### src/rtl/sad_pkg.sv
// Shared types and constants for the SAD block controller.
package sad_pkg;

  // Controller states, 3-bit encoding.
  typedef enum logic [2:0] {
    ST_INIT  = 3'd0,
    ST_IDLE  = 3'd1,
    ST_CLEAR = 3'd2,
    ST_ACCUM = 3'd3,
    ST_DRAIN = 3'd4,
    ST_STORE = 3'd5,
    ST_DONE  = 3'd6
  } sad_state_e;

  // Elements per block and width of the i_inc watchdog counter.
  localparam int SAD_N_ELEM = 256;
  localparam int SAD_WD_W   = 9;

  // Legal sample-memory read latencies: 0 = async read, 1 = registered read.
  localparam int SAD_RD_LAT_MIN = 0;
  localparam int SAD_RD_LAT_MAX = 1;

  // Moore outputs held in one register next to the state.
  typedef struct packed {
    logic busy;
    logic done;
    logic i_clr;
    logic sum_clr;
    logic sadreg_clr;
    logic accum;
    logic store;
  } sad_out_t;

  // Moore output decode for a given state.
  function automatic sad_out_t sad_decode(input sad_state_e st);
    sad_out_t o;
    o = '0;
    case (st)
      ST_INIT: begin
        o.i_clr      = 1'b1;
        o.sum_clr    = 1'b1;
        o.sadreg_clr = 1'b1;
      end
      ST_IDLE: o = '0;
      ST_CLEAR: begin
        o.busy    = 1'b1;
        o.i_clr   = 1'b1;
        o.sum_clr = 1'b1;
      end
      ST_ACCUM: begin
        o.busy  = 1'b1;
        o.accum = 1'b1;
      end
      ST_DRAIN: o.busy = 1'b1;
      ST_STORE: begin
        o.busy  = 1'b1;
        o.store = 1'b1;
      end
      ST_DONE: begin
        o.busy = 1'b1;
        o.done = 1'b1;
      end
      default: o = '0;
    endcase
    return o;
  endfunction

endpackage

### src/rtl/sad_ctrl_if.sv
// Host-side go/abort/busy/done/err handshake of the SAD controller.
interface sad_ctrl_if;
  logic go;
  logic abort;
  logic busy;
  logic done;
  logic err;

  // Host drives requests and observes status.
  modport master (output go, output abort, input busy, input done, input err);
  // Controller consumes requests and reports status.
  modport slave  (input go, input abort, output busy, output done, output err);
endinterface

### src/rtl/sad_ld_pipe.sv
// RD_LAT-deep valid shift register that turns address issues into sum loads.
// With RD_LAT=0 the issue bit is passed straight through.
module sad_ld_pipe #(
  parameter int RD_LAT = 0
) (
  input  logic clk,
  input  logic rst,
  input  logic flush_i,
  input  logic vld_i,
  output logic vld_o
);

  localparam int DEPTH = (RD_LAT > 0) ? RD_LAT : 1;

  logic [DEPTH-1:0] pipe_q;
  logic [DEPTH-1:0] pipe_d;

  // Shift in the new issue bit unless the pipe is being flushed.
  always_comb begin
    pipe_d = '0;
    if (flush_i) begin
      pipe_d = '0;
    end else begin
      pipe_d = (pipe_q << 1) | DEPTH'(vld_i);
    end
  end

  // Valid-bit storage, cleared by reset.
  always_ff @(posedge clk) begin
    if (rst) begin
      pipe_q <= '0;
    end else begin
      pipe_q <= pipe_d;
    end
  end

  assign vld_o = (RD_LAT == 0) ? (vld_i & ~flush_i) : pipe_q[DEPTH-1];

endmodule

### src/rtl/sad_ctrl.sv
// Controller that sequences the SAD datapath over one block of N_ELEM
// elements, with host handshake, abort and an i_inc overrun watchdog.
module sad_ctrl
  import sad_pkg::*;
#(
  parameter int RD_LAT = 0,
  parameter int N_ELEM = SAD_N_ELEM
) (
  input  logic       clk,
  input  logic       rst,
  sad_ctrl_if.slave  host,
  input  logic       i_lt_256,
  output logic       i_clr,
  output logic       i_inc,
  output logic       sum_clr,
  output logic       sum_ld,
  output logic       sadreg_clr,
  output logic       sadreg_ld
);

  sad_state_e          state_q;
  sad_out_t            out_q;
  logic                err_q;
  logic [SAD_WD_W-1:0] wd_cnt_q;

  logic wd_hit_s;
  logic wd_trip_s;
  logic abort_cut_s;
  logic flush_s;

  // Watchdog limit reached; a trip only counts while the datapath still
  // reports addresses left, so a normal last cycle never trips it.
  assign wd_hit_s    = (wd_cnt_q == SAD_WD_W'(N_ELEM));
  assign wd_trip_s   = out_q.accum & wd_hit_s & i_lt_256;
  assign abort_cut_s = host.abort & ((state_q == ST_CLEAR) | (state_q == ST_ACCUM) |
                                     (state_q == ST_DRAIN) | (state_q == ST_STORE));
  assign flush_s     = out_q.i_clr | abort_cut_s | wd_trip_s;

  // Sequencing FSM: next state and its Moore outputs are registered together.
  always_ff @(posedge clk) begin
    if (rst) begin
      state_q  <= ST_INIT;
      out_q    <= sad_decode(ST_INIT);
      err_q    <= 1'b0;
      wd_cnt_q <= '0;
    end else begin
      if (i_inc) begin
        wd_cnt_q <= wd_cnt_q + SAD_WD_W'(1);
      end
      case (state_q)
        ST_INIT: begin
          state_q <= ST_IDLE;
          out_q   <= sad_decode(ST_IDLE);
        end
        ST_IDLE: begin
          // abort beats a simultaneous go
          if (host.go && !host.abort) begin
            state_q <= ST_CLEAR;
            out_q   <= sad_decode(ST_CLEAR);
            err_q   <= 1'b0;
          end
        end
        ST_CLEAR: begin
          wd_cnt_q <= '0;
          if (host.abort) begin
            state_q <= ST_IDLE;
            out_q   <= sad_decode(ST_IDLE);
          end else begin
            state_q <= ST_ACCUM;
            out_q   <= sad_decode(ST_ACCUM);
          end
        end
        ST_ACCUM: begin
          if (host.abort) begin
            state_q <= ST_IDLE;
            out_q   <= sad_decode(ST_IDLE);
          end else if (wd_trip_s) begin
            state_q <= ST_IDLE;
            out_q   <= sad_decode(ST_IDLE);
            err_q   <= 1'b1;
          end else if (!i_lt_256) begin
            // last address is being issued this cycle
            if (RD_LAT >= SAD_RD_LAT_MAX) begin
              state_q <= ST_DRAIN;
              out_q   <= sad_decode(ST_DRAIN);
            end else begin
              state_q <= ST_STORE;
              out_q   <= sad_decode(ST_STORE);
            end
          end
        end
        ST_DRAIN: begin
          if (host.abort) begin
            state_q <= ST_IDLE;
            out_q   <= sad_decode(ST_IDLE);
          end else begin
            state_q <= ST_STORE;
            out_q   <= sad_decode(ST_STORE);
          end
        end
        ST_STORE: begin
          if (host.abort) begin
            state_q <= ST_IDLE;
            out_q   <= sad_decode(ST_IDLE);
          end else begin
            state_q <= ST_DONE;
            out_q   <= sad_decode(ST_DONE);
          end
        end
        ST_DONE: begin
          state_q <= ST_IDLE;
          out_q   <= sad_decode(ST_IDLE);
        end
        default: begin
          state_q <= ST_INIT;
          out_q   <= sad_decode(ST_INIT);
        end
      endcase
    end
  end

  sad_ld_pipe #(.RD_LAT(RD_LAT)) u_ld_pipe (
    .clk     (clk),
    .rst     (rst),
    .flush_i (flush_s),
    .vld_i   (out_q.accum),
    .vld_o   (sum_ld)
  );

  // i_inc stops on the final address and once the watchdog limit is hit;
  // an abort in STORE suppresses the result load.
  assign i_clr      = out_q.i_clr;
  assign i_inc      = out_q.accum & i_lt_256 & ~wd_hit_s;
  assign sum_clr    = out_q.sum_clr;
  assign sadreg_clr = out_q.sadreg_clr;
  assign sadreg_ld  = out_q.store & ~host.abort;
  assign host.busy  = out_q.busy;
  assign host.done  = out_q.done;
  assign host.err   = err_q;

endmodule

### src/flat_wrapper.sv
// flat-port wrapper written by rule: the top's interface ports become plain ports
module sad_ctrl_flat import sad_pkg::*;
#(
  parameter int RD_LAT = 0,
  parameter int N_ELEM = SAD_N_ELEM
)
  (clk, rst, i_lt_256, i_clr, i_inc, sum_clr, sum_ld, sadreg_clr, sadreg_ld, host_go, host_abort, host_busy, host_done, host_err);
  sad_ctrl_if host_i ();
  input  logic clk;
  input  logic rst;
  input  logic i_lt_256;
  output logic i_clr;
  output logic i_inc;
  output logic sum_clr;
  output logic sum_ld;
  output logic sadreg_clr;
  output logic sadreg_ld;
  input wire logic [$bits(host_i.go)-1:0] host_go;
  input wire logic [$bits(host_i.abort)-1:0] host_abort;
  output wire logic [$bits(host_i.busy)-1:0] host_busy;
  output wire logic [$bits(host_i.done)-1:0] host_done;
  output wire logic [$bits(host_i.err)-1:0] host_err;
  assign host_i.go = host_go;
  assign host_i.abort = host_abort;
  assign host_busy = host_i.busy;
  assign host_done = host_i.done;
  assign host_err = host_i.err;
  sad_ctrl #(.RD_LAT(RD_LAT), .N_ELEM(N_ELEM)) u_core (.clk(clk), .rst(rst), .host(host_i), .i_lt_256(i_lt_256), .i_clr(i_clr), .i_inc(i_inc), .sum_clr(sum_clr), .sum_ld(sum_ld), .sadreg_clr(sadreg_clr), .sadreg_ld(sadreg_ld));
endmodule
### config.mk
export PLATFORM = sky130hd
export DESIGN_NAME = sad_ctrl_flat
export DESIGN_NICKNAME = d
export VERILOG_FILES = /design/src/rtl/sad_pkg.sv /design/src/rtl/sad_ctrl_if.sv /design/src/rtl/sad_ld_pipe.sv /design/src/rtl/sad_ctrl.sv /design/src/flat_wrapper.sv
export SDC_FILE = /design/constraint.sdc
export NUM_CORES = 1
export LEC_CHECK = 0
export CAP_MARGIN = 0
export CORE_MARGIN = 10
export CORE_UTILIZATION = 30
export CTS_BUF_LIST = sky130_fd_sc_hd__clkbuf_16
export CTS_CLUSTER_SIZE = 14
export DETAILED_ROUTE_END_ITERATION = 8
export GPL_TIMING_DRIVEN = 0
export HOLD_SLACK_MARGIN = 0.06
export PLACE_DENSITY = 0.6
export SLEW_MARGIN = 10
export SYNTH_ARGS = -nofsm -noshare
export SYNTH_HDL_FRONTEND = slang
export SYNTH_HIERARCHICAL = 1
export SYNTH_SLANG_ARGS = --single-unit
### constraint.sdc
create_clock -name clk -period 3.7 [get_ports clk]
set_clock_uncertainty 0.1 [all_clocks]
set_input_delay 0.74 -clock clk [delete_from_list [all_inputs] [get_ports clk]]
set_output_delay 0.74 -clock clk [all_outputs]
set_load 0.01 [all_outputs]
Routing congestion map:
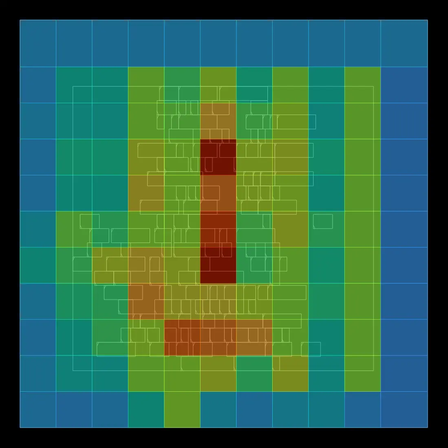
per-cell routed wire length: 12.7 um
GRT busiest layer: met2
met3 usage: 1.38%
GRT Overall Usage: 7.65%

Metal layers overlaid:
Drawn at 4 px/um.
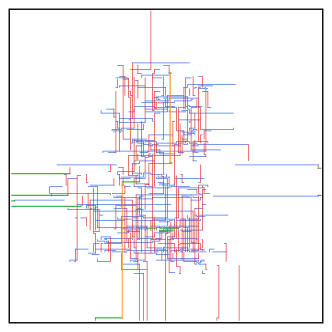
M1 -> blue  # wire length 1090 um
M3 -> green  # wire length 69.5 um
M2 -> red  # wire length 1050 um
M4 -> orange  # wire length 56.4 um
routed vias: 883
WL final: 2270 um

==> flow_metrics.tcl <==
# place-and-route summary
set metrics [dict create \
    seq_area_um2 380 \
    start_kind "input port" \
    grt_max_degree 11 \
    max-vdd-ir-drop_mv 0.164 \
    die_w_um 78.0 \
    drv_slew 0 \
    cpMostUsedCell "clkdlybuf4s50_1" \
    grt_pass1_wl_um 3880 \
    grtUsageMet2_pct 12.1 \
    yosysWarnings 6 \
    crit_path_start "i_lt_256" \
    ant_nets 0 \
    gp_congestion 0.852 \
    num-clock-buffers 3 \
    worstMarginPinSlew_ns 0.581 \
    crit_family "buffers and inverters" \
    antenna_found_initial 0 \
    cts_tree "built" \
    cts_buffers 3 \
    tap_cells 44 \
    comb_share_pct 44.9 \
    cpMaxStageDelayCell "clkdlybuf4s50_1" \
    setup_tns_ns 0 \
    nMultiInputCombCells 84 \
    critPathMaxFanout 5 \
    worst_path_largest_cell_delay_ns 0.61 \
    r2r_slack_ns 1.74 \
    floorplanUtilization_pct 32.2 \
    yosys.stat.seqShare_pct 37.7 \
    timing.final.ws_setup_ns 0.506 \
    vias_per_cell 4.96 \
    top_cell "dfxtp_1" \
    seq_cells 19 \
    rsz0062_at_grt "false" \
    pre_cts_slack_ns 0.488 \
    num_rows 20 \
    netSwitchingPower_mw 0.127 \
    status "finished, final reports clean" \
    syn_inst 118 \
    rr_startpoint "u_core/wd_cnt_q[0]" \
    maxCapViolations 0 \
    met1_length_um 1090 \
    fin_crit_sh_pct 86.3 \
    cts_sinks 19 \
    cts-root-buf "clkbuf_16" \
    hold_depth 1 \
    tool_warnings 27 \
    edf_count 0 \
    die_y_um 78.0 \
    buffers 17 \
    topCellsByArea "dfxtp_1 38%, nor2_1 4.8%, a21oi_1 4.5%, inv_1 3.7%, xnor2_1 3.5%" \
    regMostFlops "u_core/wd_cnt_q" \
    p_int_mw 0.393 \
    crit_path_end_kind "primary output" \
    overflow 0 \
    worstSetupPathType "in -> out" \
    drc 0 \
    layout_top_cells "19 x dfxtp_1, 13 x nor2_1, 12 x clkdlybuf4s50_1, 11 x inv_1, 9 x a21oi_1" \
    critPathBufInv 2 \
    bufAreaShareNonClock_pct 11.4 \
    yosysCellCount 118 \
    p_total_mw 0.519 \
    fin_hold_ws_ns 0.362 \
    top_cells_by_count "19 x dfxtp_1, 13 x nor2_1, 10 x inv_1, 9 x a21oi_1, 8 x nand2_1" \
    largest_register_ffs 9 \
    fin_area_mm2 0.00126 \
    utilization_pct 40.4 \
    fmax_mhz 313 \
    post_cts_resized 0 \
    min_from "u_core/sadreg_clr" \
    area_growth_pct 25.2 \
    area_dominant_class "combinational gates" \
    worstPathRequired_ns 2.86 \
    grt_pass1_vias 849 \
    lay_top_count "dfxtp_1" \
    routed.top_layer "met4" \
    use_met1_pct 9.12 \
    combPwrFrac_pct 14.8 \
    nFillCells 331 \
    combGateArea_um2 567 \
    io_pins 14 \
    placed_area_mm2 0.00118 \
    diodes 0 \
    reg2reg_to "u_core/out_q[0]" \
    fin_nets 142 \
    first_iter_violations 47 \
    r2r_cells 6 \
    finalCriticalPeriod_ns 3.19 \
    clkCellAreaFrac_pct 6.24 \
]
[cell families after synthesis]
| family | count (synthesis) | synth area share, % |
|---|---|---|
| fa+ha+maj | 2 | 2.48 |
| compound gates | 29 | 19.5 |
| xor+xnor | 8 | 6.95 |
| flops | 19 | 37.7 |
| mux | 1 | 0.993 |
| simple gates | 44 | 26.3 |
| buf+inv | 15 | 6.08 |
[power groups by stage]
stage	Clock [mW]	Combinational [mW]	Sequential, mW
6_report	0.221	0.0769	0.221
5_1_grt	0.235	0.0841	0.222
4_1_cts	0.225	0.0773	0.221
3_5_place_dp	0	0.0767	0.225
3_3_place_gp	0	0.0757	0.225
2_1_floorplan	0	0.0475	0.225
